$ cat config.mk
export PLATFORM = sky130hd
export DESIGN_NAME = scroll_sequencer
export DESIGN_NICKNAME = d
export VERILOG_FILES = /design/src/rtl/scroll_sequencer.sv
export SDC_FILE = /design/constraint.sdc
export NUM_CORES = 1
export LEC_CHECK = 0
export ABC_CLOCK_PERIOD_IN_PS = 2500
export CAP_MARGIN = 20
export CORE_MARGIN = 4
export CORE_UTILIZATION = 43
export CTS_BUF_LIST = sky130_fd_sc_hd__clkbuf_16
export CTS_CLUSTER_DIAMETER = 40
export CTS_CLUSTER_SIZE = 8
export DETAILED_ROUTE_END_ITERATION = 10
export HOLD_SLACK_MARGIN = 0.05
export PLACE_DENSITY = 0.66
export REMOVE_ABC_BUFFERS = 1
export SKIP_LAST_GASP = 1
export SLEW_MARGIN = 20
export SYNTH_ARGS = -nofsm -noshare
export SYNTH_HDL_FRONTEND = slang
export SYNTH_SLANG_ARGS = --single-unit
$ cat constraint.sdc
create_clock -name clk -period 2.5 [get_ports clk]
set_input_delay 0.75 -clock clk [delete_from_list [all_inputs] [get_ports clk]]
set_output_delay 0.75 -clock clk [all_outputs]
set_load 0.01 [all_outputs]
$ cat src/rtl/scroll_sequencer.sv
// Scroll sequencer: turns debounced direction buttons into a timed burst of
// scroll_step strobes that slide the tile array one tile in the chosen
// direction. One request can be queued in a pending latch while a move runs.
module scroll_sequencer #(
  parameter int TICK_DIV = 4,   // clocks per scroll step (2..255)
  parameter int STEPS    = 16   // scroll steps per tile move (1..63)
) (
  input  logic        clk,
  input  logic        rst,
  input  logic        btnU,
  input  logic        btnD,
  input  logic        btnL,
  input  logic        btnR,
  input  logic        upEnable,
  input  logic        downEnable,
  input  logic        leftEnable,
  input  logic        rightEnable,
  output logic [1:0]  scroll_dir,
  output logic        scroll_step,
  output logic        busy,
  output logic        move_done,
  output logic        reject,
  output logic [15:0] move_count
);

  typedef enum logic [1:0] {
    IDLE   = 2'd0,
    CHECK  = 2'd1,
    SCROLL = 2'd2,
    DONE   = 2'd3
  } stateT;

  localparam logic [7:0] TICK_RELOAD = 8'(TICK_DIV - 1);
  localparam logic [5:0] STEP_LAST   = 6'(STEPS);

  stateT       stateReg,       stateNext;
  logic [1:0]  dirReg,         dirNext;
  logic [7:0]  tickReg,        tickNext;
  logic [5:0]  stepReg,        stepNext;
  logic        pendValidReg,   pendValidNext;
  logic [1:0]  pendDirReg,     pendDirNext;
  logic        strobeReg,      strobeNext;
  logic [15:0] moveCountReg,   moveCountNext;

  // Button priority encoder: up > down > left > right; lower ones are dropped.
  logic       btnAny;
  logic [1:0] btnDir;
  always_comb begin
    btnAny = btnU | btnD | btnL | btnR;
    if (btnU)      btnDir = 2'b00;
    else if (btnD) btnDir = 2'b01;
    else if (btnL) btnDir = 2'b10;
    else           btnDir = 2'b11;
  end

  // Select the one enable that matters for the latched direction.
  logic enSel;
  always_comb begin
    case (dirReg)
      2'b00:   enSel = upEnable;
      2'b01:   enSel = downEnable;
      2'b10:   enSel = leftEnable;
      default: enSel = rightEnable;
    endcase
  end

  // Next-state logic: request selection, enable check, step timing, pending latch.
  always_comb begin
    stateNext     = stateReg;
    dirNext       = dirReg;
    tickNext      = tickReg;
    stepNext      = stepReg;
    pendValidNext = pendValidReg;
    pendDirNext   = pendDirReg;
    strobeNext    = 1'b0;
    moveCountNext = moveCountReg;

    case (stateReg)
      IDLE: begin
        // A queued request beats any button arriving in the same cycle.
        if (pendValidReg) begin
          dirNext       = pendDirReg;
          pendValidNext = 1'b0;
          stateNext     = CHECK;
        end else if (btnAny) begin
          dirNext   = btnDir;
          stateNext = CHECK;
        end
      end
      CHECK: begin
        if (enSel) begin
          stateNext = SCROLL;
          tickNext  = TICK_RELOAD;
          stepNext  = 6'd0;
        end else begin
          stateNext = IDLE;
        end
      end
      SCROLL: begin
        if (tickReg == 8'd0) begin
          // This cycle carries a strobe; the move ends after the last one.
          tickNext = TICK_RELOAD;
          stepNext = stepReg + 6'd1;
          if (stepReg + 6'd1 == STEP_LAST) begin
            stateNext     = DONE;
            moveCountNext = moveCountReg + 16'd1;
          end
        end else begin
          tickNext = tickReg - 8'd1;
          // Register the strobe so it lines up with the cycle the counter hits 0.
          if (tickReg == 8'd1) strobeNext = 1'b1;
        end
      end
      DONE: begin
        stateNext = IDLE;
      end
      default: begin
        stateNext = IDLE;
      end
    endcase

    // While a move is in flight the first button request is queued; later ones are lost.
    if (stateReg != IDLE && !pendValidReg && btnAny) begin
      pendValidNext = 1'b1;
      pendDirNext   = btnDir;
    end
  end

  // State and datapath registers with synchronous reset.
  always_ff @(posedge clk) begin
    if (rst) begin
      stateReg     <= IDLE;
      dirReg       <= 2'b00;
      tickReg      <= 8'd0;
      stepReg      <= 6'd0;
      pendValidReg <= 1'b0;
      pendDirReg   <= 2'b00;
      strobeReg    <= 1'b0;
      moveCountReg <= 16'd0;
    end else begin
      stateReg     <= stateNext;
      dirReg       <= dirNext;
      tickReg      <= tickNext;
      stepReg      <= stepNext;
      pendValidReg <= pendValidNext;
      pendDirReg   <= pendDirNext;
      strobeReg    <= strobeNext;
      moveCountReg <= moveCountNext;
    end
  end

  // Outputs are decoded straight from registers; reject is qualified by the
  // enable sampled in the CHECK cycle so the refusal shows in that same cycle.
  always_comb begin
    scroll_dir  = dirReg;
    scroll_step = strobeReg;
    busy        = (stateReg != IDLE);
    move_done   = (stateReg == DONE);
    reject      = (stateReg == CHECK) && !enSel;
    move_count  = moveCountReg;
  end

endmodule
==> results.tsv <==
stage	metric	value	unit
detailed_routing	drt_iter0_drc	114	
clock_tree	clkSlewWorstSetupHoldPaths	60	ps
setup_path	worstSetupPathType	in2out	
detailed_routing	wl	4090	µm
detailed_routing	viasPerCell	5.34	
global_routing	grt_max_degree	30	
final_timing	finalClockPeriodUsage	0.944	
synth	area_leaders	dfxtp_1, a21oi_1, nor2_1	
die	rows	24	
final_timing	hold_viol	0	
synth	synth-main-ff-cell	dfxtp_1	
power_and_ir_drop	peakVddDrop	0.564	mV
power_and_ir_drop	power_leakage	0.935	nW
die	ioPinCount	32	
run_status	outcome	finished clean	
final_timing	tns	0	ps
setup_path	cp-start-kind	primary input	
cells_and_area	fin_area	0.00254	mm²
final_timing	maxSlewHeadroom	0.618	
clock_tree	cts_tree	yes	
synth	top_cell_area_share	0.385	
synth	yosys-stat-cells	223	
setup_path	arrival	1610	ps
hold_path	min_path_type	reg2reg	
job	cap_violations	0	
final_timing	rsz0062_at_grt	false	
global_routing	grt_pass1_vias	1557	
cells_and_area	nNetsFinal	278	
detailed_routing	num_vias	1689	
synth	synth-area-yosys	0.00197	mm²
synth	syn_area_per_cell	8.85	µm²
clock_tree	htreeDepth	2	
setup_path	r2r_cells	7	
synth	top_cells_by_count	dfxtp_1, a21oi_1, nor2_1	
clock_tree	clock-sinks	38	
die	dieArea	0.00574	mm²
detailed_routing	first_pass_iters	4	
synth	mappedNetlistArea	0.00197	mm²
synth	edf_count	0	
synth	yosys_warnings	0	
final_timing	tightest_slew	571	ps
global_routing	antenna_found_initial	0	
synth	async_reset_ff_frac	0	
place	placed_area	0.00235	mm²
synth	numSynthFlops	38	
setup_path	required	1750	ps
cells_and_area	syn_to_final_growth	28.6	%
final_timing	timing.hold.ws	472	ps
die	die_h	75.8	µm
die	die_w	75.8	µm
detailed_routing	drc	0	
synth	top_cell	dfxtp_1	
synth	ys_types	51	
cells_and_area	diodes	0	
hold_path	hold_depth	1	
detailed_routing	wl_per_cell	12.9	µm
synth	yosys.area.top_type	dfxtp_1	
global_routing	grt_overflow_total	0	
synth	ys_seq_frac	0.385	
final_timing	setup_viol	0	
place	gp_congestion	0.744	
die	core_area	0.00441	mm²
power_and_ir_drop	power_density	767	mW/mm²
==> critical path: stages <==
cell and delay [ps]:
dlygate4sd2_1 230, mux2i_1 190, mux2_4 180, and3b_1 140, buf_2 120
==> cell families (layout without fill, tap and decap cells) <==
| group | count (synthesis) | in the layout | synth area share |
|---|---|---|---|
| mux | 7 | 7 | 0.0425 |
| compound gates | 58 | 58 | 0.177 |
| simple gates | 97 | 97 | 0.316 |
| fa+ha+maj | 5 | 5 | 0.0317 |
| flops | 38 | 38 | 0.385 |
| buf+inv | 15 | 56 | 0.0342 |
| xor+xnor | 3 | 3 | 0.0133 |
==> repair_timing <==
action	4_1_cts	5_1_grt
resized	9	0
endpoints found under the setup margin	1	0
setup buffers	4	0
==> state kept, by name, summed over array words and instances, names as in the netlist, named ones only <==
name	count
pendValidReg	1
stepReg	6
move_count	16
pendDirReg	2
scroll_step	1
stateReg	1
scroll_dir	2
tickReg	8
==> cell type report <==
type / count / area [µm²] / area share
inverters: 8 / 30.0 / 0.0118
clock buffers: 5 / 125 / 0.0493
multi-input cells: 170 / 1150 / 0.453
repair buffers: 40 / 368 / 0.145
clock inverters: 3 / 40.0 / 0.0158
flip-flops and latches: 38 / 761 / 0.300
well taps: 52 / 65.1 / 0.0256
==> cells in the final DEF (no fill, tap or decap), drive strengths merged, types with 3 or more instances in the layout <==
cell           Yosys  final
a211oi             5      5
a21oi             24     24
a31oi              4      4
and2               3      3
and3               5      5
and4               3      3
buf                2     10
clkbuf             5      5
clkdlybuf4s50      0     26
dfxtp             38     38
dlygate4sd2        0      4
ha                 5      5
inv                8      8
mux2i              6      6
nand2             10     10
nand2b             4      4
nand3              4      4
nand4              8      8
nor2              20     20
nor2b              6      6
nor3               9      9
o21ai             15     15
or3               12     12
or3b               3      3
==> through the flow <==
stage	setup WS, ps	std cells	utilization	total power [mW]
detailed placement	-458	304	0.532	1.24
finish	139	316	0.575	1.95
global route	55.5	316	0.575	2.06
floorplan	458	216	-	1.10
CTS	137	316	0.575	1.96
global placement	-434	304	0.532	1.23
==> worst paths after layout <==
| kind | startpoint | endpoint | slack (ps) |
|---|---|---|---|
| max | downEnable | reject | 140 |
| min | tickReg[6] | tickReg[6] | 470 |
| max reg2reg | tickReg[0] | move_count[15] | 370 |
| min reg2reg | tickReg[6] | tickReg[6] | 470 |
==> power breakdown <==
| group | leakage [nW] | switching, mW | internal [mW] | total, mW |
|---|---|---|---|---|
| clock network | 0.0836 | 0.242 | 0.467 | 0.709 |
| registers | 0.308 | 0.0723 | 0.663 | 0.735 |
| logic | 0.543 | 0.286 | 0.218 | 0.504 |
| total | 0.935 | 0.601 | 1.35 | 1.95 |
==> routing by layer <==
metal	track usage	wire length (µm)
met1	0.209	2050
met2	0.240	1860
met3	0.0475	154
met4	0.0524	27
met5	0	0
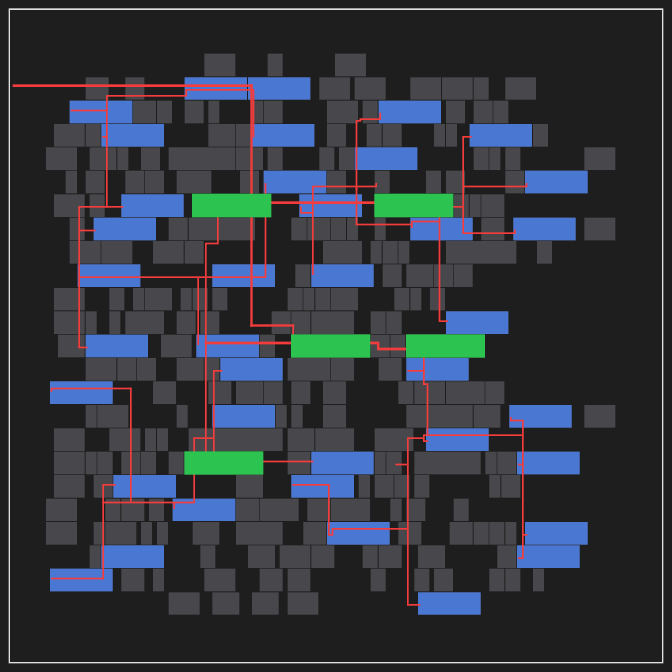
Figure 1: clock distribution.
blue -> flip-flops  # count 38
red -> clock wires  # length 519 µm
green -> clock-net drivers  # count 5
routed clock nets = 6
flops lie = spread over the die

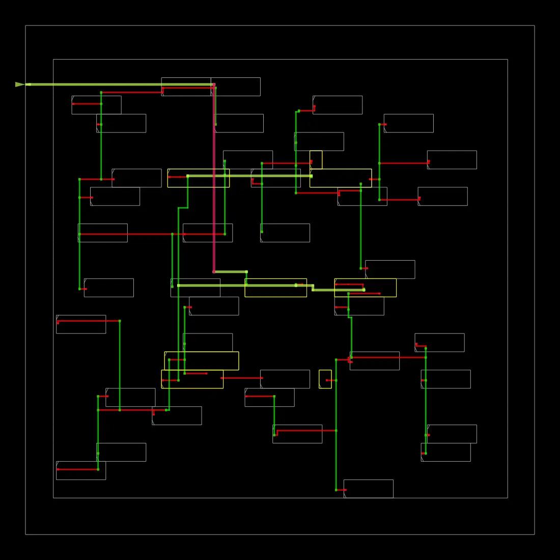
Figure 2: clock wiring as the flow saved it.
P_clk: 0.709 mW
clk ins delay skew pair: 280 ps
TritonCTS buffer count: 5
Clock Skews: 4.18 ps

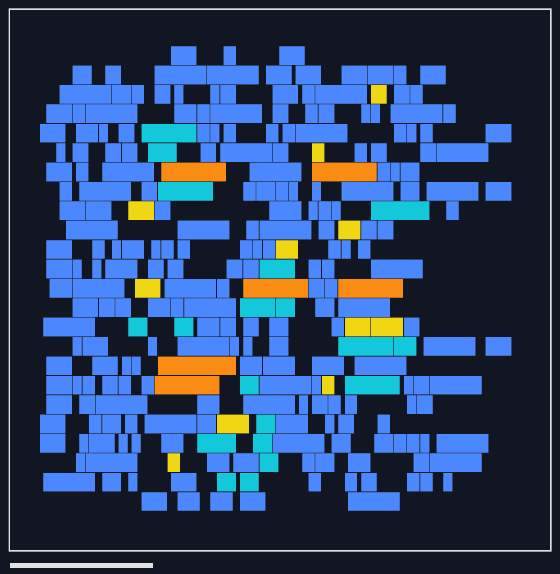
Figure 3: sizing map.
The bar under the picture is 20 µm long.
cyan -> x3 and x4  # cells 19, share 7.2%, most used buf_4
blue -> x1 and smaller  # cells 228, share 86%, most used dfxtp_1
yellow -> x2  # cells 11, share 4.2%
orange -> x6 and larger  # cells 6, share 2.3%, most used clkbuf_16

No activity file was given, so power comes from the tool's default toggle rates.
